[config.mk]
export PLATFORM = sky130hd
export DESIGN_NAME = inst_fetch_ctrl
export DESIGN_NICKNAME = d
export VERILOG_FILES = /design/src/rtl/inst_fetch_ctrl_pkg.sv /design/src/rtl/inst_fetch_ctrl_fifo.sv /design/src/rtl/inst_fetch_ctrl.sv
export SDC_FILE = /design/constraint.sdc
export NUM_CORES = 1
export LEC_CHECK = 0
export ABC_AREA = 1
export CELL_PAD_IN_SITES_DETAIL_PLACEMENT = 2
export CELL_PAD_IN_SITES_GLOBAL_PLACEMENT = 2
export CORE_MARGIN = 3
export CORE_UTILIZATION = 34
export DETAILED_ROUTE_END_ITERATION = 6
export PLACE_DENSITY_LB_ADDON = 0.3
export SYNTH_ARGS = -nofsm -noshare
export SYNTH_HDL_FRONTEND = slang
export SYNTH_HIERARCHICAL = 1
export SYNTH_SLANG_ARGS = --single-unit
[constraint.sdc]
create_clock -name clk -period 4.5 [get_ports clk]
set_input_delay 0.45 -clock clk [delete_from_list [all_inputs] [get_ports clk]]
set_output_delay 0.45 -clock clk [all_outputs]
set_load 0.005 [all_outputs]
[src/rtl/inst_fetch_ctrl_pkg.sv]
// Shared widths and fetch FSM encoding for the instruction fetch controller.
package inst_fetch_ctrl_pkg;
  localparam int INST_BITS = 32;
  localparam int PC_BITS   = 18;

  typedef enum logic [1:0] {
    ST_IDLE = 2'd0,
    ST_REQ  = 2'd1,
    ST_WAIT = 2'd2
  } fetch_state_t;
endpackage

[src/rtl/inst_fetch_ctrl_fifo.sv]
// Synchronous instruction FIFO; flush clears the pointers and wins over push/pop.
module inst_fifo
  import inst_fetch_ctrl_pkg::*;
#(
  parameter int p_depth      = 8,
  parameter int p_depth_log2 = 3
) (
  input  logic                 clk,
  input  logic                 rst,
  input  logic                 push,
  input  logic                 pop,
  input  logic                 flush,
  input  logic [INST_BITS-1:0] wdata,
  output logic [INST_BITS-1:0] rdata,
  output logic                 empty,
  output logic                 full
);
  localparam logic [p_depth_log2:0]   FULL_COUNT = (p_depth_log2+1)'(p_depth);
  localparam logic [p_depth_log2:0]   COUNT_ONE  = (p_depth_log2+1)'(1);
  localparam logic [p_depth_log2-1:0] PTR_ONE    = p_depth_log2'(1);

  logic [INST_BITS-1:0]    mem [p_depth];
  logic [p_depth_log2-1:0] wr_ptr;
  logic [p_depth_log2-1:0] rd_ptr;
  logic [p_depth_log2:0]   count;
  logic                    do_push;
  logic                    do_pop;

  assign empty   = (count == '0);
  assign full    = (count == FULL_COUNT);
  assign do_push = push && (!full || pop);
  assign do_pop  = pop && !empty;
  assign rdata   = mem[rd_ptr];

  always_ff @(posedge clk) begin
    if (rst || flush) begin
      wr_ptr <= '0;
      rd_ptr <= '0;
      count  <= '0;
    end else begin
      if (do_push) wr_ptr <= wr_ptr + PTR_ONE;
      if (do_pop)  rd_ptr <= rd_ptr + PTR_ONE;
      if (do_push && !do_pop)      count <= count + COUNT_ONE;
      else if (do_pop && !do_push) count <= count - COUNT_ONE;
    end
  end

  // Storage is not reset; the read side is gated by empty in the top.
  always_ff @(posedge clk) begin
    if (do_push && !flush && !rst) mem[wr_ptr] <= wdata;
  end
endmodule

[src/rtl/inst_fetch_ctrl.sv]
// Instruction fetch controller: Avalon-MM burst reads into a FIFO, redirect/flush on jumps.
//   state   | meaning
//   IDLE    | no burst outstanding; request once the FIFO drains
//   REQ     | o_read asserted, waiting for the slave to take the request
//   WAIT    | burst accepted; counting beats, pushing unless discarding
module inst_fetch_ctrl
  import inst_fetch_ctrl_pkg::*;
#(
  parameter int p_fifo_length      = 8,
  parameter int p_fifo_length_log2 = 3
) (
  input  logic                          clk,
  input  logic                          rst,
  output logic [PC_BITS-1:0]            o_ret_addr,
  output logic                          o_ret_addr_valid,
  input  logic [PC_BITS-1:0]            i_jr_addr,
  input  logic                          i_jr_valid,
  input  logic [PC_BITS-1:0]            i_j_addr,
  input  logic                          i_j_valid,
  input  logic [PC_BITS-1:0]            i_jal_addr,
  input  logic                          i_jal_valid,
  input  logic [PC_BITS-1:0]            i_be_bne_addr,
  input  logic                          i_be_bne_valid,
  output logic [INST_BITS-1:0]          o_inst,
  output logic                          o_inst_valid,
  output logic                          o_rst_inst_fifo,
  input  logic                          i_inst_complete,
  output logic                          o_inst_empty,
  output logic [p_fifo_length_log2:0]   o_burstcount,
  output logic [31:0]                   o_addr,
  output logic                          o_read,
  input  logic                          i_waitrequest,
  input  logic [INST_BITS-1:0]          i_readdata,
  input  logic                          i_readdatavalid,
  output logic                          o_fetch_complete
);
  localparam logic [p_fifo_length_log2:0] BURST_LEN = (p_fifo_length_log2+1)'(p_fifo_length);
  localparam logic [p_fifo_length_log2:0] BEAT_ONE  = (p_fifo_length_log2+1)'(1);
  localparam logic [PC_BITS-1:0]          PC_ONE    = PC_BITS'(1);

  fetch_state_t                state, state_next;
  logic [PC_BITS-1:0]          fetch_pc, head_pc, redirect_target;
  logic                        redirect, redirect_is_jal;
  logic [p_fifo_length_log2:0] beats;
  logic                        discard;
  logic                        accept, beat, last_beat;
  logic                        fifo_push, fifo_pop, fifo_empty, fifo_full;
  logic [INST_BITS-1:0]        fifo_rdata;

  always_comb begin
    redirect        = 1'b1;
    redirect_is_jal = 1'b0;
    redirect_target = '0;
    if (i_jr_valid)          redirect_target = i_jr_addr;
    else if (i_jal_valid) begin
      redirect_target = i_jal_addr;
      redirect_is_jal = 1'b1;
    end
    else if (i_j_valid)      redirect_target = i_j_addr;
    else if (i_be_bne_valid) redirect_target = i_be_bne_addr;
    else                     redirect = 1'b0;
  end

  assign accept    = (state == ST_REQ) && !i_waitrequest;
  assign beat      = (state == ST_WAIT) && i_readdatavalid;
  assign last_beat = beat && (beats == BEAT_ONE);
  assign fifo_push = beat && !discard && !redirect && !fifo_full;
  assign fifo_pop  = i_inst_complete && !fifo_empty && !redirect;

  // An accepted request cannot be withdrawn, so a same-cycle redirect still enters WAIT (discarding).
  always_comb begin
    state_next = state;
    case (state)
      ST_IDLE: if (fifo_empty) state_next = ST_REQ;
      ST_REQ: begin
        if (accept)        state_next = ST_WAIT;
        else if (redirect) state_next = ST_IDLE;
      end
      ST_WAIT: if (last_beat) state_next = ST_IDLE;
      default: state_next = ST_IDLE;
    endcase
  end

  always_ff @(posedge clk) begin
    if (rst) begin
      state            <= ST_IDLE;
      fetch_pc         <= '0;
      head_pc          <= '0;
      beats            <= '0;
      discard          <= 1'b0;
      o_rst_inst_fifo  <= 1'b0;
      o_ret_addr       <= '0;
      o_ret_addr_valid <= 1'b0;
    end else begin
      state            <= state_next;
      o_rst_inst_fifo  <= redirect;
      o_ret_addr_valid <= redirect && redirect_is_jal;
      if (redirect && redirect_is_jal) o_ret_addr <= head_pc + PC_ONE;

      if (accept) begin
        beats   <= BURST_LEN;
        discard <= redirect;
      end else if (state == ST_WAIT) begin
        if (beat) beats <= beats - BEAT_ONE;
        if (last_beat)     discard <= 1'b0;
        else if (redirect) discard <= 1'b1;
      end

      if (redirect) begin
        fetch_pc <= redirect_target;
        head_pc  <= redirect_target;
      end else begin
        if (fifo_push) fetch_pc <= fetch_pc + PC_ONE;
        if (fifo_pop)  head_pc  <= head_pc + PC_ONE;
      end
    end
  end

  inst_fifo #(
    .p_depth      (p_fifo_length),
    .p_depth_log2 (p_fifo_length_log2)
  ) u_inst_fifo (
    .clk   (clk),
    .rst   (rst),
    .push  (fifo_push),
    .pop   (fifo_pop),
    .flush (redirect),
    .wdata (i_readdata),
    .rdata (fifo_rdata),
    .empty (fifo_empty),
    .full  (fifo_full)
  );

  assign o_read           = (state == ST_REQ);
  assign o_addr           = {12'b0, fetch_pc, 2'b00};
  assign o_burstcount     = BURST_LEN;
  assign o_inst           = fifo_empty ? '0 : fifo_rdata;
  assign o_inst_valid     = !fifo_empty;
  assign o_inst_empty     = fifo_empty;
  assign o_fetch_complete = last_beat;
endmodule

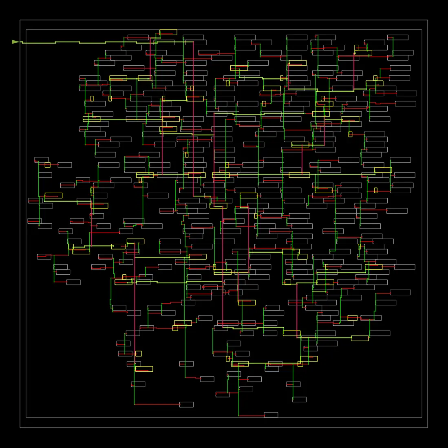
**Above:** clock wiring as the flow saved it.
Final Skew: 19.07 ps
Late-Pin Clk Latency: 560 ps
clk sinks: 332
flop count: 332

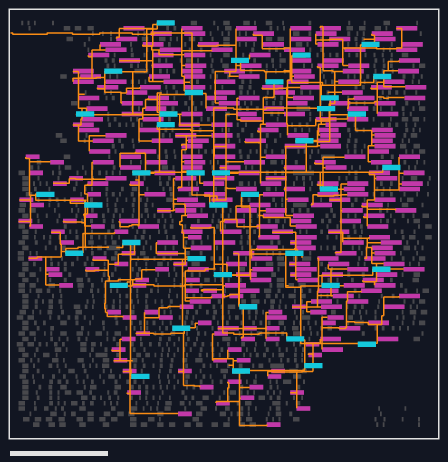
**Above:** clock distribution.
Bar = 50 um.
legend:
  clock wires:
    color: orange
    length: 4810 um
  flip-flops:
    color: magenta
    count: 332
  cells driving clock nets:
    color: cyan
    count: 39
routed clock nets: 40
Clock power frac: 44.5%
clock group power: 3.05 mW

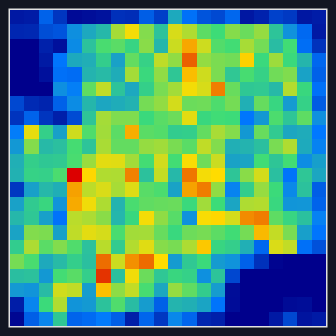
**Above:** wiring heat map.
The die is cut into 22 by 22 equal tiles; dark blue is low, red is high, scaled to the fullest tile. Values are wire area over tile area, all layers added.
nearly empty tiles: 6.8%
mean over tiles: 0.18
fullest tile: 0.42
tiles over half the peak: 41%
densest ninth of the die: center

==> impl_metrics.yaml <==
# physical design summary
route:
  m1WireLength_um: 22000
  avgViaCountPerCell: 5.088
  dr.pass1.iters: 4
floorplanning:
  io_pins: 205
  chipArea_um2: 47250
global_route:
  grtUsageMet3_pct: 4.328
  grt_first_pass_wirelength_um: 82290
cells_and_area:
  nMultiInputCombCells: 1112
  drive_gt1_share_pct: 6.243
  fin_cells: 2430
logic_synthesis:
  yosysWarningCount: 6
  synthDominantCellAreaShare_pct: 50.61
  synthXorXnorAreaFrac_pct: 0.7496
  synth.largest_area_cell: "edfxtp_1"
status:
  status: "finished clean"
final_timing:
  finalSetupViolations: 0
  maxSlewHeadroom_pct: 35.44
  fmax_ghz: 0.2735
  rsz0062_at_grt: "no"
power:
  power-top-group: "registers"
  comb_power_uw: 419
  total_power_mw: 6.855
  irDropWorstVdd_mv: 0.2391
  p_seq_share_pct: 49.4
worst_setup_path:
  cp_num_cells: 10
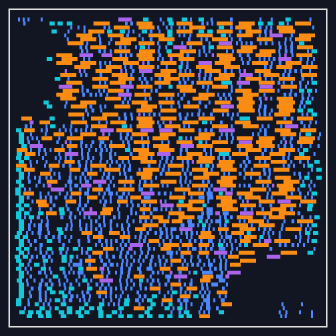
**Above:** placed cells, one color a class.
legend:
  other buffers and delay cells:
    color: cyan
    cells: 209
    share_of_their_area: 12%
  flip-flops:
    color: orange
    cells: 332
    share_of_their_area: 51%
  all other logic:
    color: blue
    cells: 1229
    share_of_their_area: 30%
  clock drivers and dummy loads:
    color: purple
    cells: 72
    share_of_their_area: 6.8%
total core area: 43650 um2
Finished Core Util: 42.91%
Final Cell Area: 18730 um2
sequential share of cell area: 49.21%

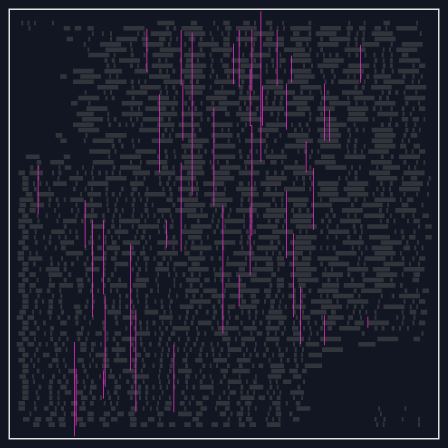
**Above:** M4 wires.
main direction: vertical
wire length on this layer: 1400 um
nets with wire on the layer: 30
longest straight run: 82.3 um
share of all routed wire: 2.6%
via count: 12360
WL final: 53130 um

==> worst min-delay path by stage <==
stage,start,endpoint,depth (start not counted)
after floorplan,beats[1]$_SDFFE_PP0P_,beats[1]$_SDFFE_PP0P_,1
after global placement,beats[1]$_SDFFE_PP0P_,beats[1]$_SDFFE_PP0P_,1
after detailed placement,beats[1]$_SDFFE_PP0P_,beats[1]$_SDFFE_PP0P_,1
after CTS,beats[1]$_SDFFE_PP0P_,beats[1]$_SDFFE_PP0P_,1
after global routing,beats[1]$_SDFFE_PP0P_,beats[1]$_SDFFE_PP0P_,1
final,beats[1]$_SDFFE_PP0P_,beats[1]$_SDFFE_PP0P_,1
Power and IR drop assume default switching activity.
